--- src/rtl/nfc_dispatch_pkg.sv ---
// rtl/nfc_dispatch_pkg.sv - shared types and constants for the NAND command dispatcher
package nfc_dispatch_pkg;

    localparam int CMD_W   = 88;
    localparam int LEN_OFS = 0;
    localparam int LBA_OFS = 24;
    localparam int OPC_OFS = 72;

    typedef struct packed {
        logic [15:0] opc;
        logic [47:0] lba;
        logic [23:0] len;
    } nfc_cmd_t;

    // Channel index width; a single channel still needs a 1-bit pointer.
    function automatic int chan_idx_w(input int chan_num);
        return (chan_num > 1) ? $clog2(chan_num) : 1;
    endfunction

endpackage

--- src/rtl/nfc_cmd_fifo.sv ---
// rtl/nfc_cmd_fifo.sv - first-word-fall-through command FIFO with occupancy count
module nfc_cmd_fifo #(
    parameter int DEPTH = 4,
    parameter int WIDTH = 88
) (
    input  logic                       clk,
    input  logic                       rst_n,
    input  logic                       wr_en,
    input  logic [WIDTH-1:0]           wr_data,
    input  logic                       rd_en,
    output logic [WIDTH-1:0]           rd_data,
    output logic [$clog2(DEPTH+1)-1:0] count,
    output logic                       full,
    output logic                       empty
);

    localparam int PW = $clog2(DEPTH);
    localparam int CW = $clog2(DEPTH + 1);

    logic [WIDTH-1:0] mem [DEPTH];
    logic [PW-1:0]    wr_ptr_q, wr_ptr_d;
    logic [PW-1:0]    rd_ptr_q, rd_ptr_d;
    logic [CW-1:0]    count_q, count_d;
    logic             wr_ok, rd_ok;

    assign full  = (count_q == CW'(DEPTH));
    assign empty = (count_q == '0);
    assign wr_ok = wr_en & ~full;
    assign rd_ok = rd_en & ~empty;
    assign count = count_q;

    // Head is forced to zero when empty so the outputs read 0 out of reset.
    assign rd_data = empty ? '0 : mem[rd_ptr_q];

    always_comb begin
        wr_ptr_d = wr_ptr_q;
        rd_ptr_d = rd_ptr_q;
        count_d  = count_q;
        if (wr_ok) wr_ptr_d = wr_ptr_q + PW'(1);
        if (rd_ok) rd_ptr_d = rd_ptr_q + PW'(1);
        case ({wr_ok, rd_ok})
            2'b10:   count_d = count_q + CW'(1);
            2'b01:   count_d = count_q - CW'(1);
            default: count_d = count_q;
        endcase
    end

    always_ff @(posedge clk or negedge rst_n) begin
        if (!rst_n) begin
            wr_ptr_q <= '0;
            rd_ptr_q <= '0;
            count_q  <= '0;
        end else begin
            wr_ptr_q <= wr_ptr_d;
            rd_ptr_q <= rd_ptr_d;
            count_q  <= count_d;
        end
    end

    always_ff @(posedge clk) begin
        if (wr_ok) mem[wr_ptr_q] <= wr_data;
    end

endmodule

--- src/rtl/nfc_cmd_dispatch.sv ---
// rtl/nfc_cmd_dispatch.sv - steers host commands into per-channel FIFOs (LBA, round-robin or broadcast)
module nfc_cmd_dispatch
    import nfc_dispatch_pkg::*;
#(
    parameter int    CHAN_NUM   = 2,
    parameter int    FIFO_DEPTH = 4,
    parameter string SEL_MODE   = "LBA",
    parameter int    CHAN_LSB   = 16,
    parameter int    BCAST_BIT  = 15
) (
    input  logic                                          xdma_clk,
    input  logic                                          xdma_resetn,
    input  logic                                          i_valid,
    output logic                                          o_ready,
    input  logic [15:0]                                   i_opc,
    input  logic [47:0]                                   i_lba,
    input  logic [23:0]                                   i_len,
    output logic [CHAN_NUM-1:0]                           gen_valid,
    input  logic [CHAN_NUM-1:0]                           gen_ready,
    output logic [16*CHAN_NUM-1:0]                        gen_opc,
    output logic [48*CHAN_NUM-1:0]                        gen_lba,
    output logic [24*CHAN_NUM-1:0]                        gen_len,
    output logic [$clog2(FIFO_DEPTH+1)*CHAN_NUM-1:0]      o_fifo_cnt,
    output logic [16*CHAN_NUM-1:0]                        o_issued_cnt,
    output logic                                          o_busy
);

    localparam int CW      = $clog2(FIFO_DEPTH + 1);
    localparam int CIW     = chan_idx_w(CHAN_NUM);
    localparam bit RR_MODE = (SEL_MODE == "RR");

    logic [CIW-1:0]      rr_ptr_q, rr_ptr_d;
    logic [CIW-1:0]      target;
    logic                bcast, accept;
    logic [CHAN_NUM-1:0] push, pop, full, empty;
    logic [15:0]         issued_cnt_q [CHAN_NUM];
    logic [15:0]         issued_cnt_d [CHAN_NUM];
    logic [CMD_W-1:0]    head [CHAN_NUM];
    nfc_cmd_t            in_cmd;

    assign bcast  = i_opc[BCAST_BIT];
    assign in_cmd = '{opc: i_opc, lba: i_lba, len: i_len};

    always_comb begin
        target = '0;
        if (CHAN_NUM > 1) begin
            if (RR_MODE) target = rr_ptr_q;
            else         target = i_lba[CHAN_LSB +: CIW];
        end
    end

    // Never skip a full channel: the host waits on the selected one.
    assign o_ready = bcast ? ~|full : ~full[target];
    assign accept  = i_valid & o_ready;
    assign o_busy  = ~&empty;

    always_comb begin
        push = '0;
        pop  = '0;
        for (int c = 0; c < CHAN_NUM; c++) begin
            push[c]         = accept & (bcast | (target == CIW'(c)));
            pop[c]          = ~empty[c] & gen_ready[c];
            issued_cnt_d[c] = issued_cnt_q[c] + 16'(pop[c]);
        end
    end

    always_comb begin
        rr_ptr_d = rr_ptr_q;
        if (RR_MODE && accept && !bcast) begin
            rr_ptr_d = (rr_ptr_q == CIW'(CHAN_NUM - 1)) ? '0 : rr_ptr_q + CIW'(1);
        end
    end

    always_ff @(posedge xdma_clk or negedge xdma_resetn) begin
        if (!xdma_resetn) begin
            rr_ptr_q <= '0;
            for (int c = 0; c < CHAN_NUM; c++) issued_cnt_q[c] <= '0;
        end else begin
            rr_ptr_q <= rr_ptr_d;
            for (int c = 0; c < CHAN_NUM; c++) issued_cnt_q[c] <= issued_cnt_d[c];
        end
    end

    for (genvar c = 0; c < CHAN_NUM; c++) begin : g_chan
        nfc_cmd_fifo #(
            .DEPTH (FIFO_DEPTH),
            .WIDTH (CMD_W)
        ) u_fifo (
            .clk     (xdma_clk),
            .rst_n   (xdma_resetn),
            .wr_en   (push[c]),
            .wr_data (in_cmd),
            .rd_en   (pop[c]),
            .rd_data (head[c]),
            .count   (o_fifo_cnt[CW*c +: CW]),
            .full    (full[c]),
            .empty   (empty[c])
        );

        assign gen_valid[c]             = ~empty[c];
        assign gen_opc[16*c +: 16]      = head[c][OPC_OFS +: 16];
        assign gen_lba[48*c +: 48]      = head[c][LBA_OFS +: 48];
        assign gen_len[24*c +: 24]      = head[c][LEN_OFS +: 24];
        assign o_issued_cnt[16*c +: 16] = issued_cnt_q[c];
    end

endmodule
--- config.mk ---
export PLATFORM = sky130hd
export DESIGN_NAME = nfc_cmd_dispatch
export DESIGN_NICKNAME = d
export VERILOG_FILES = /design/src/rtl/nfc_dispatch_pkg.sv /design/src/rtl/nfc_cmd_fifo.sv /design/src/rtl/nfc_cmd_dispatch.sv
export SDC_FILE = /design/constraint.sdc
export NUM_CORES = 1
export LEC_CHECK = 0
export ABC_CLOCK_PERIOD_IN_PS = 4900
export CAP_MARGIN = 20
export CORE_ASPECT_RATIO = 0.75
export CORE_MARGIN = 2
export CORE_UTILIZATION = 55
export DETAILED_ROUTE_END_ITERATION = 7
export GPL_TIMING_DRIVEN = 0
export HOLD_SLACK_MARGIN = 0.12
export PLACE_DENSITY = 0.78
export RECOVER_POWER = 100
export SLEW_MARGIN = 20
export SYNTH_ARGS = -nofsm -noshare
export SYNTH_HDL_FRONTEND = slang
export SYNTH_SLANG_ARGS = --single-unit
--- constraint.sdc ---
create_clock -name xdma_clk -period 4.9 [get_ports xdma_clk]
set_clock_uncertainty 0.15 [all_clocks]
set_input_delay 1.47 -clock xdma_clk [delete_from_list [all_inputs] [get_ports xdma_clk]]
set_output_delay 1.47 -clock xdma_clk [all_outputs]
set_load 0.05 [all_outputs]
Fig. 1: signal wires on met3
Bar = 100 um.
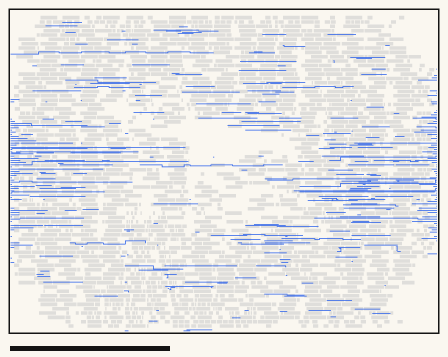
longest straight run	109 um
wire length on this layer	5,110 um

Fig. 2: a small window of the routed layout
Bar = 10 um. Window x 181 to 221, y 30 to 70 um. Cells in grey, sequential cells in the stronger grey; small squares are vias.
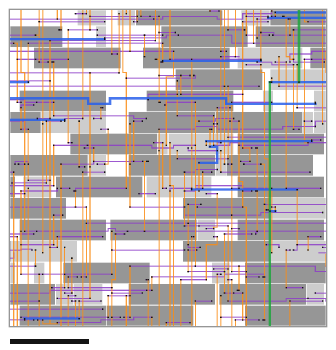
layer	colour
M4	green
M2	orange
M3	blue
M1	purple
sequential cells in the window	33
cells with their middle in the window	58
netlist names of flops here include	g_chan.u_fifo.mem (33)
most frequent	edfxtp_1 (33), and2_0 (7), mux4_2 (6)

Fig. 3: track usage over the die
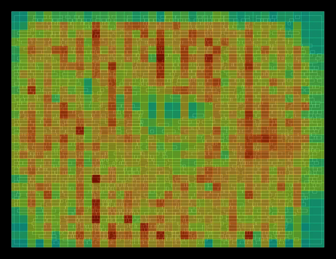
met1 Usage GRT: 33.9%
Final Util: 68.2%

Fig. 4: gate-type map
Bar = 100 um.
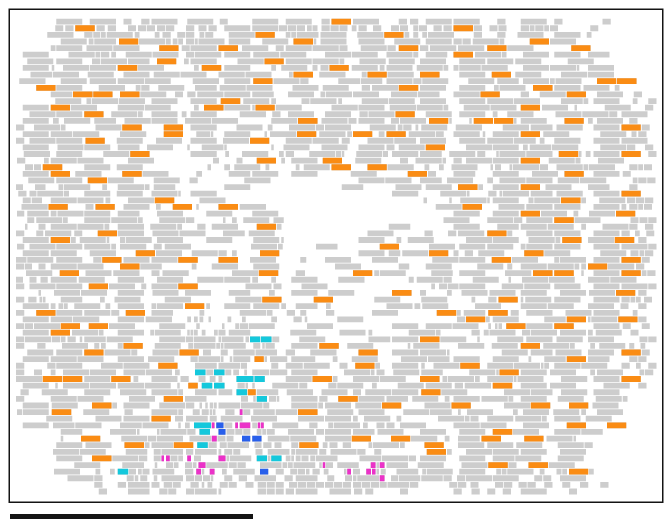
family	colour	cells
non-inverting ao/oa cells	blue	5
fa/ha/maj cells	cyan	16
nor cells	magenta	21
mux cells	orange	179

Fig. 5: met1 routing
Bar = 100 um. Supply wires on this layer in grey.
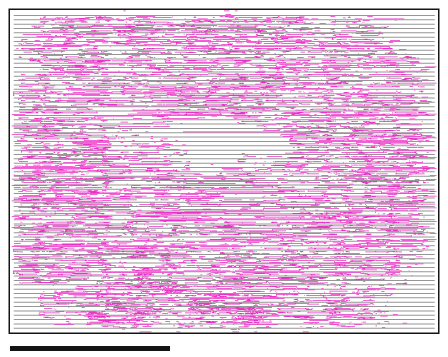
wire length on this layer	26.1 mm
share of all routed wire	42%
nets with wire on the layer	1,683

==> flow_metrics.py <==
# Flow results
metrics = {
    "layout": {
        "final_layout_top_logic_cells": "sky130_fd_sc_hd__edfxtp_1 (704), sky130_fd_sc_hd__mux4_2 (176), sky130_fd_sc_hd__dlygate4sd3_1 (160)",
        "final_cell_area_um2": 35200,
        "area.growth.synth_to_final_pct": 22.4,
        "drive_gt1_share_pct": 18.9,
        "lay_top_count": "sky130_fd_sc_hd__edfxtp_1",
        "nets": 1820,
    },
    "setup_path": {
        "crit_required_ns": 3.28,
        "path_delay_family": "buffers and inverters",
        "crit_path_cell_trace": "clkdlybuf4s50_1, nand2b_1, a31oi_1, dlygate4sd2_1",
        "r2r_slack_ns": 1.37,
        "critical_path.startpoint_type": "input pin",
        "crit_start": "i_lba[16]",
        "cpMaxStageDelayCell": "sky130_fd_sc_hd__clkdlybuf4s50_1",
        "critPathKind": "in -> out",
        "cp-end-kind": "output port",
        "critical_path.n_buffers_inverters": 2,
        "regToRegEndpoint": "g_chan[0].u_fifo.mem[2][59]",
        "rr_startpoint": "g_chan[1].u_fifo.count[0]",
    },
    "outcome": {
        "run_status": "finished, violations left",
        "failing_checks": "max-capacitance violations, max-slew violations",
    },
    "global_routing": {
        "grt_max_degree": 43,
        "global_route_total_usage_across_every_layer_pct": 23.5,
        "gr-total-overflow": 0,
        "grt_pass1_wl_um": 92100,
    },
    "logic_synthesis": {
        "post_synth_instance_area_um2": 28700,
        "yosysWarningCount": 0,
        "ys_top_cells_by_area": "sky130_fd_sc_hd__edfxtp_1 (74%), sky130_fd_sc_hd__mux4_2 (14%), sky130_fd_sc_hd__and2_1 (4.0%), sky130_fd_sc_hd__dfrtp_1 (4.0%), sky130_fd_sc_hd__xor2_1 (0.67%)",
        "synth_dominant_cell_count": "sky130_fd_sc_hd__edfxtp_1",
        "ys_top_cells_by_count": "sky130_fd_sc_hd__edfxtp_1 (704), sky130_fd_sc_hd__and2_1 (185), sky130_fd_sc_hd__mux4_2 (176)",
        "yosysCellCount": 1313,
        "edf_count": 704,
        "ys_dominant_reg_cell": "sky130_fd_sc_hd__edfxtp_1",
        "synth.yosys.seq_area_share_pct": 77.6,
        "synth_largest_type_area_fraction_pct": 73.6,
        "ys_types": 35,
        "synth_async_sr_flop_share_pct": 6.13,
    },
    "sta": {
        "final_worst_setup_slack_ns": 0.0894,
        "timing.final.setup_violations": 0,
        "final.period_utilization_pct": 98.2,
        "fmaxAchievable_mhz": 208,
        "rsz0062_at_grt": "false",
        "final_hold_viol_count": 0,
        "hold_slack_ns": 0.325,
        "fin_crit_ns": 4.81,
        "totalNegativeSetupSlack_ns": 0,
        "number_of_pins_exceeding_their_max_slew_limit_in_the_final_report": 29,
        "timing.max_slew.rel_slack_pct": -3.74,
    },
    "clocking": {
        "postCtsSetupBuffers": 0,
        "numCtsBuffers": 71,
        "clk_ins_delay_skew_pair_ns": 0.59,
        "cts_num_sinks": 750,
        "clk_slew_on_worst_s_h_paths_ns": 0.06,
        "ctsRootBufferMaster": "sky130_fd_sc_hd__clkbuf_16",
        "post_cts_hold_buffer_count": 0,
    },
    "min_path": {
        "hp-start": "o_issued_cnt[31]",
        "hold_path.class": "reg -> reg",
        "worstHoldEndpoint": "o_issued_cnt[31]",
    },
    "die": {
        "chip_area_um2": 54100,
        "placementRows": 72,
        "core_density_at_floorplan_pct": 55.7,
        "die_w_um": 268,
        "core_area_um2": 51600,
        "io_pins": 311,
    },
    "placement": {
        "globalplace.congestion": 0.797,
        "placed_cell_area_um2": 33100,
        "preCtsSetupSlack_ns": -0.206,
    },
    "drt": {
        "first_iter_violations": 1304,
        "drtAntennaViolNets": 0,
        "finalWirelength_um": 62100,
        "vias": 14200,
        "post_drt_via_cell_ratio": 5.76,
        "drc_errors": 0,
        "post_drt_wl_per_cell_um": 25.1,
    },
    "run": {
        "stage_log_warnings": 32,
        "number_of_violations_of_the_max_capacitance_limit": 1,
    },
}
-- registers in the layout (all words and copies together) (netlist names) --
signal	count
g_chan.u_fifo.mem	704
g_chan.u_fifo.count	6
g_chan.u_fifo.rd_ptr_q	4
g_chan.u_fifo.wr_ptr_q	4
o_issued_cnt	32
-- kinds of logic after synthesis --
logic type,synth area share [%]
fa+ha+maj,0.749
compound gates,0.283
buf+inv,1.09
mux,13.9
flops,77.6
xor+xnor,1.22
simple gates,5.18
-- repair_timing --
item	in CTS	in global routing
endpoints found under the setup margin	180	36
hold endpoints to repair	0	0
pin swaps	0	0
resized	19	26
-- worst max-delay path by stage --
stage | endpoint | slack, ns | cells past startpoint
after floorplan | g_chan[1].u_fifo.mem[2][0] | 0.12 | 3
after global placement | g_chan[1].u_fifo.mem[2][51] | -2.76 | 4
after detailed placement | o_ready | -0.21 | 4
after CTS | gen_len[17] | 0.002 | 5
after global routing | gen_len[28] | 0.004 | 4
final | o_ready | 0.09 | 4
-- final cells by class --
class                   count  area, um2
clock inverters            34        289
inverters                  15       56.3
plain buffers              58        278
clock buffers              93       1950
flip-flops and latches    750      22300
repair buffers            327       3280
well taps                 703        880
diodes                      6       15.0
multi-input cells         488       6150
fillers                  3255      16400
-- routing by layer --
metal  global-route usage [%]  wire (um)
met1                     33.9      26100
met2                     36.6      29700
met3                     5.99       5110
met4                     5.75       1110
met5                        0         61
